$ cat src/rtl/mctrl_pkg.sv
// mctrl_pkg: state encoding, opcodes and ALU operation codes shared by the multi-cycle controller
package mctrl_pkg;
    typedef enum logic [2:0] {
        S_RESET = 3'd0,
        S_IF    = 3'd1,
        S_DEC   = 3'd2,
        S_EXEC  = 3'd3,
        S_MEM   = 3'd4,
        S_WB    = 3'd5
    } state_t;
    localparam logic [5:0] OP_RTYPE = 6'b100000;
    localparam logic [5:0] OP_LI    = 6'b111000;
    localparam logic [5:0] OP_LUI   = 6'b111001;
    localparam logic [5:0] OP_ADDI  = 6'b110000;
    localparam logic [5:0] OP_ANDI  = 6'b110010;
    localparam logic [5:0] OP_ORI   = 6'b110011;
    localparam logic [5:0] OP_B     = 6'b111111;
    localparam logic [5:0] OP_BEQ   = 6'b000000;
    localparam logic [5:0] OP_BNE   = 6'b000001;
    localparam logic [5:0] OP_LW    = 6'b001111;
    localparam logic [5:0] OP_LB    = 6'b000011;
    localparam logic [5:0] OP_SW    = 6'b011111;
    localparam logic [5:0] OP_SB    = 6'b000111;
    localparam logic [3:0] ALU_ADD  = 4'b0000;
    localparam logic [3:0] ALU_SUB  = 4'b0001;
    localparam logic [3:0] ALU_AND  = 4'b0010;
    localparam logic [3:0] ALU_OR   = 4'b0011;
endpackage

$ cat src/rtl/mctrl_decode.sv
// mctrl_decode: combinational opcode-to-class decoder
// Ports: opc (6-bit opcode) -> rtype, imm, branch, load, store, illegal class flags
module mctrl_decode
    import mctrl_pkg::*;
(
    input  logic [5:0] opc,
    output logic       rtype,
    output logic       imm,
    output logic       branch,
    output logic       load,
    output logic       store,
    output logic       illegal
);
    assign rtype   = opc == OP_RTYPE;
    assign imm     = opc inside {OP_LI, OP_LUI, OP_ADDI, OP_ANDI, OP_ORI};
    assign branch  = opc inside {OP_B, OP_BEQ, OP_BNE};
    assign load    = opc inside {OP_LW, OP_LB};
    assign store   = opc inside {OP_SW, OP_SB};
    assign illegal = !(rtype || imm || branch || load || store);
endmodule

$ cat src/rtl/multicycle_ctrl_fsm.sv
// multicycle_ctrl_fsm: multi-cycle control sequencer (IF/DEC/EXEC/MEM/WB) with retired-instruction counter
// Inputs : clk, Reset (sync, active-high), Instr[31:0], Zero, Mem_Ready (only with MCTRL_MEM_WAIT_EN)
// Outputs: datapath controls (PC_sel, PC_LdEn, IR/AB/ALUreg/MDR load enables, RF_WrEn, RF_WrData_sel,
//          RF_B_sel, ALU_Bin_sel, ALU_func, Mem_WrEn), mode flags lui/lb/sb, Illegal pulse,
//          State (debug), Instr_cnt
// Option : define MCTRL_MEM_WAIT_EN to stall S_MEM until Mem_Ready
module multicycle_ctrl_fsm
    import mctrl_pkg::*;
#(
    parameter int RESET_HOLD = 2,
    parameter int CNT_W      = 16
) (
    input  logic             clk,
    input  logic             Reset,
    input  logic [31:0]      Instr,
    input  logic             Zero,
`ifdef MCTRL_MEM_WAIT_EN
    input  logic             Mem_Ready,
`endif
    output logic             PC_sel,
    output logic             PC_LdEn,
    output logic             IR_LdEn,
    output logic             AB_LdEn,
    output logic             ALUreg_LdEn,
    output logic             MDR_LdEn,
    output logic             RF_WrEn,
    output logic             RF_WrData_sel,
    output logic             RF_B_sel,
    output logic             ALU_Bin_sel,
    output logic [3:0]       ALU_func,
    output logic             Mem_WrEn,
    output logic             lui,
    output logic             lb,
    output logic             sb,
    output logic             Illegal,
    output logic [2:0]       State,
    output logic [CNT_W-1:0] Instr_cnt
);
    state_t           state, next;
    logic [3:0]       hold;
    logic [5:0]       opc;
    logic [3:0]       func;
    logic [CNT_W-1:0] cnt;
    logic             retire, mem_ready, active;
    logic             rtype, imm, branch, load, store, illegal;
    logic             unused_instr;

`ifdef MCTRL_MEM_WAIT_EN
    assign mem_ready = Mem_Ready;
`else
    assign mem_ready = 1'b1;
`endif
    // only the opcode and function fields are consumed here
    assign unused_instr = ^Instr[25:4];
    // outputs are forced low while Reset is held so an aborted instruction never writes
    assign active    = !Reset;
    assign State     = active ? state : S_RESET;
    assign Instr_cnt = active ? cnt : '0;

    mctrl_decode u_decode (
        .opc(opc), .rtype(rtype), .imm(imm), .branch(branch),
        .load(load), .store(store), .illegal(illegal)
    );

    always_ff @(posedge clk) begin
        if (Reset) begin
            state <= S_RESET;
            hold  <= 4'(RESET_HOLD);
            opc   <= '0;
            func  <= '0;
            cnt   <= '0;
        end else begin
            state <= next;
            if (state == S_RESET) hold <= hold - 4'd1;
            if (state == S_IF) begin
                opc  <= Instr[31:26];
                func <= Instr[3:0];
            end
            if (retire) cnt <= cnt + CNT_W'(1);
        end
    end

    always_comb begin
        next          = state;
        retire        = 1'b0;
        PC_sel        = 1'b0;
        PC_LdEn       = 1'b0;
        IR_LdEn       = 1'b0;
        AB_LdEn       = 1'b0;
        ALUreg_LdEn   = 1'b0;
        MDR_LdEn      = 1'b0;
        RF_WrEn       = 1'b0;
        RF_WrData_sel = 1'b0;
        RF_B_sel      = 1'b0;
        ALU_Bin_sel   = 1'b0;
        ALU_func      = ALU_ADD;
        Mem_WrEn      = 1'b0;
        Illegal       = 1'b0;
        lui           = active && state inside {S_DEC, S_EXEC, S_MEM, S_WB} && opc == OP_LUI;
        lb            = active && state inside {S_DEC, S_EXEC, S_MEM, S_WB} && opc == OP_LB;
        sb            = active && state inside {S_DEC, S_EXEC, S_MEM, S_WB} && opc == OP_SB;
        if (active) begin
            case (state)
                // hold counts the cycles still to spend here; leave as it reaches zero
                S_RESET: next = (hold <= 4'd1) ? S_IF : S_RESET;
                S_IF: begin
                    IR_LdEn = 1'b1;
                    next    = S_DEC;
                end
                S_DEC: begin
                    AB_LdEn  = 1'b1;
                    RF_B_sel = !rtype;
                    Illegal  = illegal;
                    PC_LdEn  = illegal;
                    next     = illegal ? S_IF : S_EXEC;
                end
                S_EXEC: begin
                    ALUreg_LdEn = 1'b1;
                    ALU_Bin_sel = imm || load || store;
                    ALU_func    = rtype ? func :
                                  opc == OP_ANDI ? ALU_AND :
                                  opc == OP_ORI ? ALU_OR :
                                  (opc == OP_BEQ || opc == OP_BNE) ? ALU_SUB : ALU_ADD;
                    PC_LdEn     = branch;
                    PC_sel      = branch && (opc == OP_B || (opc == OP_BEQ ? Zero : !Zero));
                    retire      = branch;
                    next        = branch ? S_IF : (load || store) ? S_MEM : S_WB;
                end
                S_MEM: begin
                    Mem_WrEn = store;
                    MDR_LdEn = load && mem_ready;
                    PC_LdEn  = store && mem_ready;
                    retire   = store && mem_ready;
                    next     = !mem_ready ? S_MEM : store ? S_IF : S_WB;
                end
                S_WB: begin
                    RF_WrEn       = 1'b1;
                    RF_WrData_sel = load;
                    PC_LdEn       = 1'b1;
                    retire        = 1'b1;
                    next          = S_IF;
                end
                default: next = S_RESET;
            endcase
        end
    end
endmodule

$ cat config.mk
export PLATFORM = sky130hd
export DESIGN_NAME = multicycle_ctrl_fsm
export DESIGN_NICKNAME = d
export VERILOG_FILES = /design/src/rtl/mctrl_pkg.sv /design/src/rtl/mctrl_decode.sv /design/src/rtl/multicycle_ctrl_fsm.sv
export SDC_FILE = /design/constraint.sdc
export NUM_CORES = 1
export LEC_CHECK = 0
export ABC_AREA = 1
export CAP_MARGIN = 0
export CELL_PAD_IN_SITES_DETAIL_PLACEMENT = 1
export CELL_PAD_IN_SITES_GLOBAL_PLACEMENT = 1
export CORE_MARGIN = 5
export CORE_UTILIZATION = 28
export DETAILED_ROUTE_END_ITERATION = 8
export HOLD_SLACK_MARGIN = 0.05
export MAX_ROUTING_LAYER = met4
export PLACE_DENSITY_LB_ADDON = 0.1
export SYNTH_ARGS = -nofsm -noshare
export SYNTH_HDL_FRONTEND = slang
export SYNTH_SLANG_ARGS = --single-unit
export TNS_END_PERCENT = 5
$ cat constraint.sdc
create_clock -name clk -period 1.3 [get_ports clk]
set_input_delay 0.195 -clock clk [delete_from_list [all_inputs] [get_ports clk]]
set_output_delay 0.195 -clock clk [all_outputs]
set_load 0.1 [all_outputs]
**Run 1: cell classes on the final placement**

Bar = 20 µm.
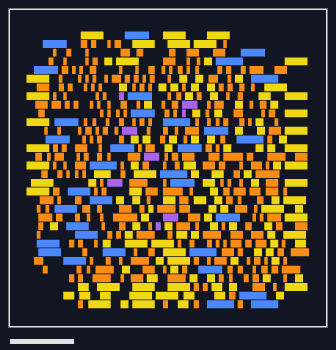
color	class	cells
purple	clock drivers and dummy loads	8
orange	remaining logic cells	305
yellow	remaining buffers and delay cells	130
blue	sequential cells	33
flop share of the area: 0.165
num rows: 32
core area: 0.00773 mm²

**Run 1: met2 routing**

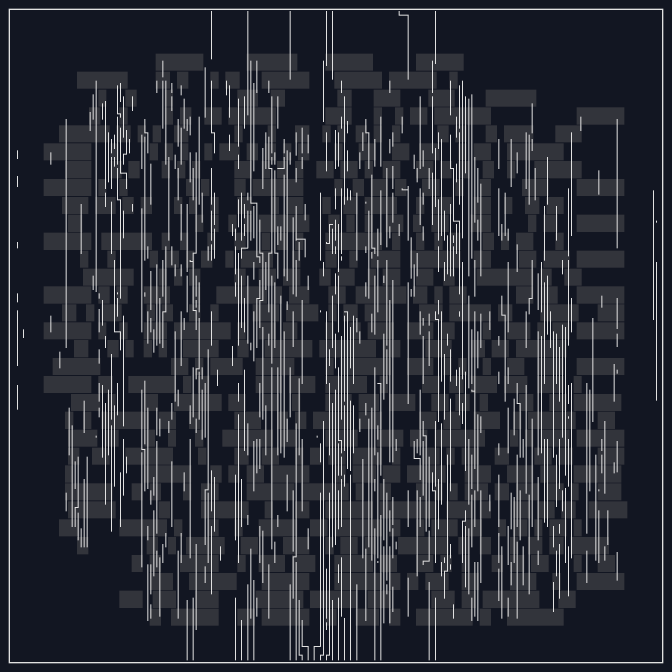
nets with wire on the layer	454
wire length on this layer	4540 µm
share of all routed wire	52%
main direction	vertical
longest straight run	35.5 µm
via count: 2777
routing usage on met2: 0.325
DRT Wirelength: 8750 µm

**Run 1: placement view**

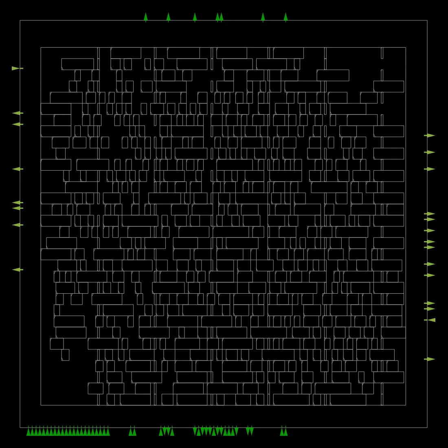
# Taps: 102
fin cells: 578
post-layout util: 0.561
Fill cells: 926
Flops: 33

**Run 1: clock wires, drivers and flops**

Bar = 20 µm.
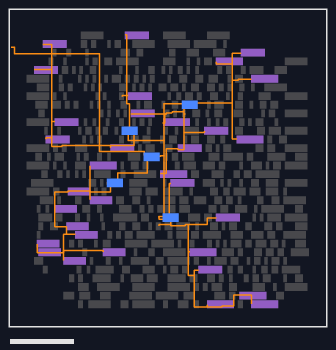
[blue] clock-net drivers | count: 5
[orange] clock wires | length: 568 µm
[purple] flip-flops | count: 33
flops lie	widely spread
Clock Latency Late Sink: 0.29 ns
P_clk: 792 µW

==> reports/metrics.yaml, run 1 <==
finish:
  comb_cells: 255
  layout.area.comb_mm2: 0.00169
  top_regs: "cnt (16), opc (6)"
  largest_register_ffs: 16
  final_nets: 515
setup_path:
  worst_setup_path_end_kind: "output port"
  critPathTopFamily: "simple AND/OR/NAND/NOR gates"
  path_cells: "nor2_4 -> buf_4 -> nand3_2 -> nand2_4 -> nand3_4 -> nand2_4 -> inv_1 -> a21oi_4 -> buf_12"
  crit_cells: 9
  cp_slowest_cell: "dfxtp_4"
  cp_slowest_stage_delay_ns: 0.37
place:
  gp_congestion: 0.846
route:
  via_per_inst: 4.80
  firstDrtPassIters: 4
  final_antenna_net_count: 0
  drc: 0
yosys:
  mux_share: 0
  synth.cell_area_mm2: 0.00222
  ys_sh_aoi: 0.130
  async_flop_share: 0
global_route:
  gr-usage-met3: 0.0234
  antenna_found_initial: 0
  grt_overflow: 0
clocking:
  cts_num_sinks: 33
  path_clk_slew_ns: 0.07
  post_cts_buffers: 3
final_timing:
  hold-worst-slack_ns: 0.443
  setup_violations: 49
  worst_slack_ns: -0.668
status:
  violations: "negative setup slack"
  status: "complete, but fails checks"
die:
  io_pins: 73
worst_hold_path:
  hold_path_end: "cnt[6]$_SDFFE_PP0P_"
power:
  switching_power_mw: 2.62
  p_seq_frac: 0.264
**Run 1: selected gate families**

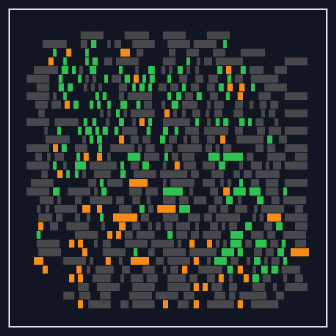

## Run 2: what changed since run 1
- CORE_MARGIN: 5 -> 3
**Run 2: selected gate families**

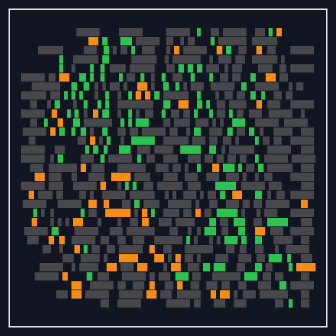
color	family	cells	most used
orange	aoi and oai cells	53	a21oi_1
green	nand cells	116	nand2_1
fin cells: 580
most numerous logic cell after layout: buf_4

==> run 2 against run 1 <==
The flow still finishes with violations (negative setup slack). Area after synthesis is the same. Clock skew increased by 0.0029 ns. Final cell count grew 0.35%. Via count increased by 4.3%. Critical endpoint unchanged. Highest routed layer unchanged.
==> reports/metrics.yaml, run 2 <==
global_route:
  antenna_found_initial: 0
  grt_overflow: 0
final_timing:
  worst_slack_ns: -0.770
  setup_violations: 54
  hold-worst-slack_ns: 0.473
yosys:
  ys_sh_aoi: 0.130
  synth.cell_area_mm2: 0.00222
  mux_share: 0
  async_flop_share: 0
setup_path:
  critPathTopFamily: "simple AND/OR/NAND/NOR gates"
  path_cells: "nor2_4 -> buf_6 -> nand3_4 -> nand2_4 -> nand3_4 -> nand2_4 -> inv_1 -> a21oi_2 -> buf_12"
finish:
  layout.area.comb_mm2: 0.00178
  final_nets: 520
  comb_cells: 255
  final_core_util: 0.610
clocking:
  clkLatencyLatePin_ns: 0.29
  path_clk_slew_ns: 0.07
  cts_num_sinks: 33
status:
  status: "complete, but fails checks"
  violations: "negative setup slack"
power:
  switching_power_mw: 2.83
  p_seq_frac: 0.243
die:
  io_pins: 73
  placementRows: 31
route:
  final_antenna_net_count: 0
  firstDrtPassIters: 4
**Run 2: met2 routing**

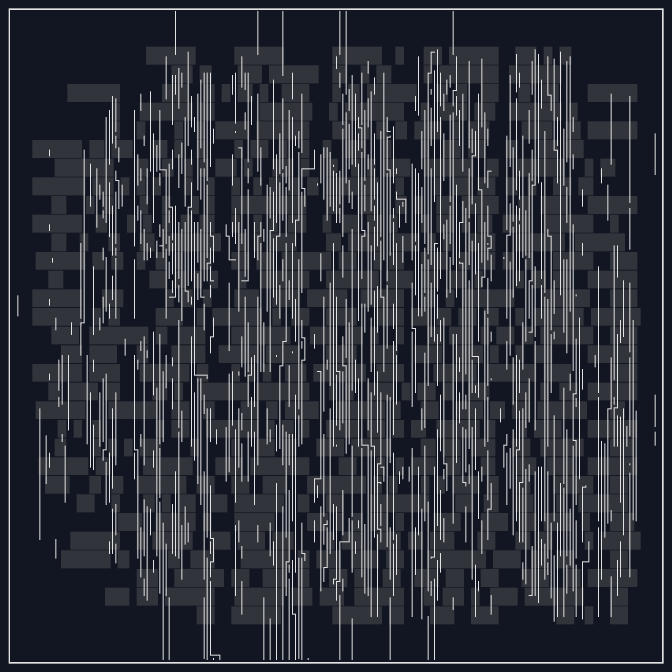
wire length on this layer	5750 µm
nets with wire on the layer	469
share of all routed wire	54%
longest straight run	37.1 µm
DRT Wirelength: 10600 µm
routing usage on met2: 0.374
via count: 2896

**Run 2: cell classes on the final placement**

Bar = 20 µm.
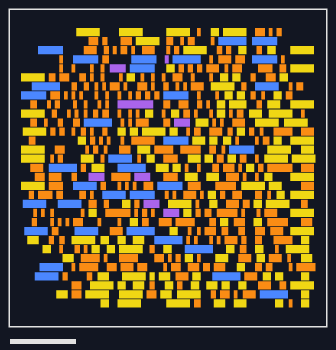

## Run 3: what changed since run 2
- CORE_UTILIZATION: 28 -> 34
- clock period: 1.3 -> 2.7 ns (I/O delays scaled with it)
**Run 3: cell classes on the final placement**

Bar = 20 µm.
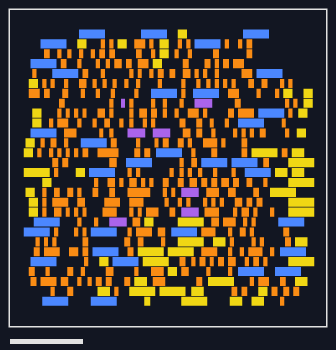
color	class	cells
yellow	remaining buffers and delay cells	54
orange	remaining logic cells	305
blue	sequential cells	33
purple	clock drivers and dummy loads	7
flop share of the area: 0.219
final instance area: 0.00301 mm²
num rows: 28
core area: 0.00613 mm²

==> run 3 against run 2 <==
The run now ends clean. Worst setup slack better by 1.1 ns. Non-clock buffer count down 81. Via count down 18%. Largest power group unchanged. Wire length down 35%. Largest cell class unchanged. Critical path depth unchanged. Worst hold slack worse by 0.028 ns.
==> reports/metrics.yaml, run 3 <==
setup_path:
  worst_setup_path_end_kind: "output port"
  critPathTopFamily: "simple AND/OR/NAND/NOR gates"
  cp_slowest_cell: "dfxtp_1"
route:
  drc: 0
  via_per_inst: 5.02
die:
  tapCellCount: 75
global_route:
  gr-usage-met3: 0.0333
  grt_overflow: 0
finish:
  stdcell_count: 474
  lay_top_count: "nand2_1"
  final_core_util: 0.491
  top_regs: "cnt (16), opc (6)"
  ff_count: 33
status:
  status: "completed"
yosys:
  mux_share: 0
power:
  clock_power_uw: 395
  p_seq_frac: 0.341
place:
  gp_congestion: 0.858
clocking:
  cts_num_sinks: 33
  path_clk_slew_ns: 0.07
final_timing:
  setup_violations: 0
  worst_slack_ns: 0.284
**Run 3: met2 routing**

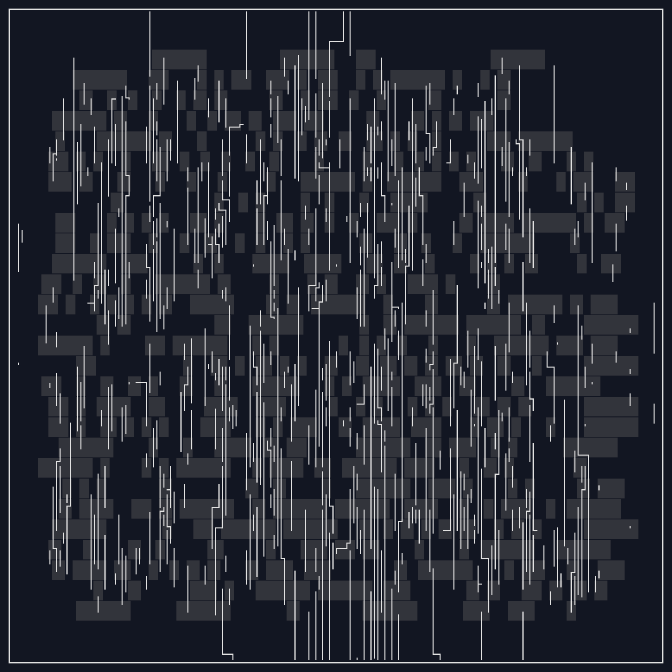
share of all routed wire	45%
wire length on this layer	3090 µm
nets with wire on the layer	351
DRT Wirelength: 6910 µm
routing usage on met2: 0.311
via count: 2378

Power is estimated from default activity; no workload was simulated.
